==> run_1/layer_met4.png <==
Scale: 2 px per µm.
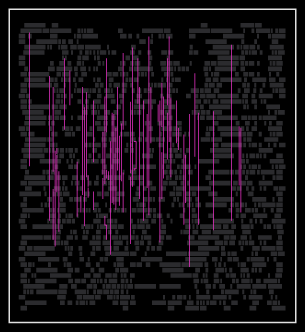
==> run_1/clk_routes.png <==
Scale: 2 px per µm.
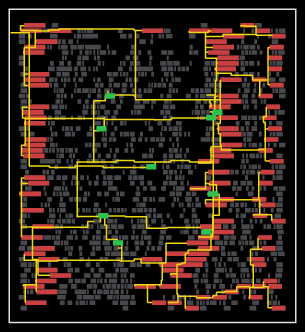
==> run_1/congestion.png <==
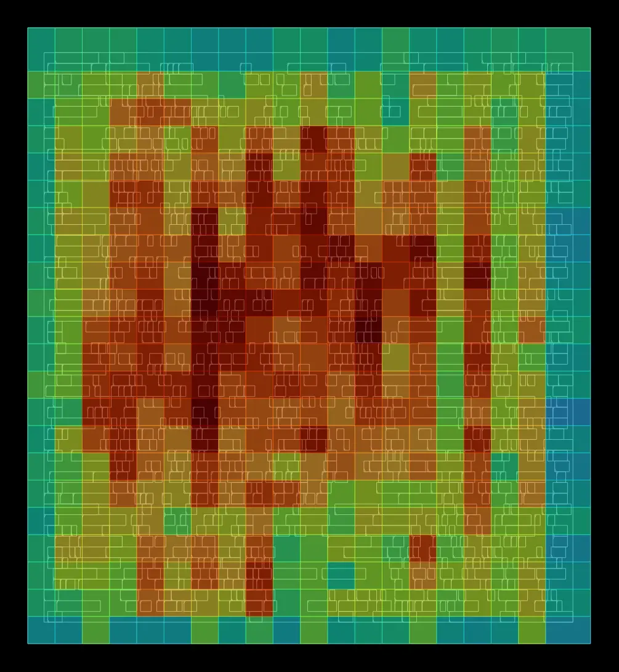
==> config.mk <==
export PLATFORM = sky130hd
export DESIGN_NAME = float_to_int
export DESIGN_NICKNAME = d
export VERILOG_FILES = /design/src/rtl/float_pkg.sv /design/src/rtl/float_align_round.sv /design/src/rtl/float_to_int.sv
export SDC_FILE = /design/constraint.sdc
export NUM_CORES = 1
export LEC_CHECK = 0
export CAP_MARGIN = 20
export CORE_ASPECT_RATIO = 1.1
export CORE_MARGIN = 4
export CORE_UTILIZATION = 45
export CTS_BUF_LIST = sky130_fd_sc_hd__clkbuf_4 sky130_fd_sc_hd__clkbuf_8
export DETAILED_ROUTE_END_ITERATION = 8
export SYNTH_ARGS = -nofsm -noshare
export SYNTH_HDL_FRONTEND = slang
export SYNTH_SLANG_ARGS = --single-unit
==> constraint.sdc <==
create_clock -name clk -period 6.3 [get_ports clk]
set_input_delay 1.26 -clock clk [delete_from_list [all_inputs] [get_ports clk]]
set_output_delay 1.26 -clock clk [all_outputs]
set_load 0.005 [all_outputs]
==> run summary <==
Implementation summary

The cell area power density is 199 mW/mm². The number of core rows is approximately 53. The data arrival time of the critical path is 6.12 ns. The final tally of hold violations is 0. Counting along the longest clock path gives a buffer depth of 2. By area the synthesized netlist is led by edfxtp_1 (25%), dfxtp_1 (8.3%), o21ai_0 (5.4%), nand2_1 (5.0%), nor2_1 (4.6%). The pin count of the biggest net entering global routing is approximately 75. The yosys warning tally is 0. The antenna violation net count after detailed routing is 0. The detailed-router iteration count before antenna repair is 6. Counting every instance in the synthesized netlist gives approximately 1,100. The count of tool warnings is 30. The number of setup buffers added after CTS is 0. Looking at the max-slew report, the worst-margin pin has a slew of approximately 1.1 ns. Across all checked pins, the minimum headroom to the slew limit is 0.295. For reference, the final report shows the max-slew violation count at 0. The worst-path cell with the longest stage delay is a221oi_1.

The number of nets in the synthesized netlist is 1,129. The count of nets after finishing is around 1,200. In this run the register-to-register setup slack is roughly 0.33 ns. The fmax is around 0.17 GHz.

Per the OpenROAD power report, leakage power amounts to roughly 3.6 nW. The total clock sinks is 111. The post-synthesis cell type with the largest combined area is edfxtp_1. The post-cts resize count is 0. The most utilized layer in the global route result is met2. The initial antenna violation count came to 1. In the final layout, the share of cells above drive strength 1 is 0.109.

After synthesis the netlist holds a flip-flop and latch count of roughly 110. Per the run summary, max-cap violations total 0. The register with the most flip-flops in the layout has 33 of them. The critical path's most frequent cell is ha_1. The die is between 150 and 200 µm tall. In this run the tool buffered the top-level ports with between 70 and 80 buffer cells. Looking at the setup timing report, the critical path kind is reg -> reg.

Clock-pin slew was measured on the worst setup and hold paths at 0.12 ns. The via density per instance is ~6.5. The average instance in the mapped netlist occupies between 8 and 9 µm².

Note that the worst hold path type here is reg -> reg. The detailed placer's ending HPWL is 25.7 mm. The x dimension of the die is between 100 and 150 µm.

Endpoints with negative setup slack in the final report add up to 0. The summed negative setup slack over all endpoints is 0 ns. The flow ran to the end, and the final reports show no timing, DRC or antenna violations. For this run the aggregate overflow at the end of global routing stands at 0.

Yosys instantiated no cell more often than nand2_1. The area taken by sequential standard cells is reported as roughly 0.0030 mm². The number of fillers in the final layout is between 1,500 and 2,000. The number of buffers added by the clock tree synthesis step is 9.

The floorplan report gives the top-level pin count as about 74. After synthesis, the most frequently instantiated cells are nand2_1 (118), nor2_1 (110), o21ai_0 (97), a21oi_1 (74), edfxtp_1 (74). The initial cell density of the core is 0.464.

The core region is just under 0.02 mm². The type of element launching the critical path is a register. Yosys stat counts ~1,100 cells in the synthesized netlist. In this run the clock root is driven by a clkbuf_8. In the final layout, the multi-input gates occupy roughly 0.0056 mm².

The area fraction of the largest cell type after synthesis is 0.248. The layout-stage area growth over the synthesis result is 14.9%. Setup repair after global routing left no endpoint under its margin. The global routing report lists combined usage of all routing layers as 0.293. Per the timing report, the biggest fanout along the worst path comes to 16. The routability congestion estimate is around 1.0.

The via count of the first global-routing pass came to between 8,000 and 9,000. Walking the worst path, the cells encountered are ha_1 -> and2_4 -> and4_4 -> o31ai_1 -> nor3_1 -> ha_1 -> nor2b_1 -> o311a_1 -> or3_4 -> nor2_4 -> a221oi_1 -> a311oi_1 -> a211oi_1 -> nand4_1 -> or2_1 -> or4b_4 -> xnor2_2. The DRC violation total left in the routed layout is recorded as 0.

met2 track demand over resource after global routing is 0.497. The element type at the critical path end is a register. The sequential-to-total area share from yosys stat is 0.331.

For this run, the chip area from Yosys synthesis comes to between 0.008 and 0.009 mm². The final critical-path share of the clock period is 0.948. In this design, the stage delay of the slowest critical-path cell is around 0.6 ns. The number of cells on the worst reg-to-reg path is 17. For this run, the script counts the antenna cells in the layout as 0. The maximum vdd drop is 0.101 mV.

The first global-routing pass estimated between 40 and 50 mm of wire. The proportion of synthesized flip-flops having asynchronous set or reset is 0. TritonCTS built the clock tree. The required time of the worst setup path is 6.45 ns. The dominant synthesized flop cell is edfxtp_1.

The routed design could run at a clock period as short as roughly 6.0 ns. The worst hold path cell count is 0. Before any placement, the netlist area is recorded as ~0.009 mm². The smallest hold slack is between 0.4 and 0.5 ns.

The hold-fix buffer count after cts is 0. The clock tree synthesis step divided the H-tree into 3 levels. The synthesized netlist contains slightly above 100 unique library cells. The starting DRC count in detailed routing is between 800 and 900. The post-synth tally of flip-flops with integrated enable is between 70 and 80. After floorplanning, the die was sized to cover approximately 0.022 mm².
About layer_met4.png:
longest straight run: 87.7 µm
wire length on this layer: 2,320 µm
total wire length after detailed routing: 33.0 mm
via count: 9,132

About clk_routes.png:
[clock wires] yellow | length: 1,680 µm
[clock drivers] green | count: 9
[flip-flops] red | count: 111
routed clock nets: 10
flops lie: widely spread
worst-case clock skew: 0.0264 ns
clock latency at the later pin of the worst-skew pair: 0.42 ns
power share of the clock group: 0.224
clock-net power: 0.000459 W

About congestion.png:
met1 usage in global routing: 0.348
Finished Core Util: 0.533
average detailed-routed wire length per instance: 23.6 µm
routing usage on met3: 0.0423

run 1: power breakdown:
group / internal, W / switching, W / total (W)
sequential: 0.000831 / 0.0000568 / 0.000888
combinational: 0.000267 / 0.000431 / 0.000698
clock: 0.000166 / 0.000293 / 0.000459
run 1: cell type report:
cell class                 instances  share of cell area
clock buffer                      10              0.0134
clock inverter                     6             0.00608
inverter                          20             0.00730
multi-input combinational        880               0.543
sequential                       111               0.288
tap                              247              0.0301
timing repair buffer             128               0.112
run 1: through the flow:
step	cells	setup slack, ns	power, W	area [µm²]
after global placement	1383	0.565	0.00158	10100
final	1402	0.326	0.00204	10300
after detailed placement	1383	0.385	0.00158	10100
after global routing	1402	0.00402	0.00214	10300
after floorplan	1080	0.675	0.00131	8950
after CTS	1399	0.358	0.00203	10300
run 1: layer usage:
metal  share of wire  wire, µm
met5         0.00061        20
met1            0.38     12700
met3           0.071      2330
met2            0.48     15700
met4           0.070      2320
run 1: layout by cell type, fill, tap and decap left out, types with 7 or more instances in the layout:
master,count
xor2_1,21
mux2i_1,18
nand3_1,25
o31ai_1,16
nor4_1,20
xnor2_1,37
buf_4,54
nand2b_1,11
dfxtp_1,37
clkbuf_8,10
o22ai_1,8
o21a_1,7
o311a_1,7
a21oi_1,74
a21o_1,8
a211oi_1,13
ha_1,11
nor3_1,31
nor2_1,110
edfxtp_1,74
o21ai_0,96
a21boi_0,9
and2_1,8
clkdlybuf4s50_1,73
nand4_1,15
and3_1,9
nand2_1,118
nor2b_1,7
or3_1,7
o211ai_1,10
a22oi_1,11
inv_1,19
a31oi_1,21
run 1: critical path, delay by kind of cell (launching register included):
kind	cells	cell delay (ns)
flip-flops	1	0.45
AND/OR/NAND/NOR	9	2.40
adder cells (fa/ha/maj)	2	0.66
AND-OR/OR-AND	5	2.05
XOR/XNOR	1	0.14
run 1: kinds of logic after synthesis:
group,count (synthesis),synth area share
AOI/OAI and AO/OA,369,0.279
xor gates and xnor gates,61,0.0622
adders and majority gates,11,0.0154
buffers and inverters,89,0.0450
DFF,111,0.331
muxes,26,0.0352
and+or+nand+nor,413,0.232
No activity file was given, so power comes from the tool's default toggle rates.
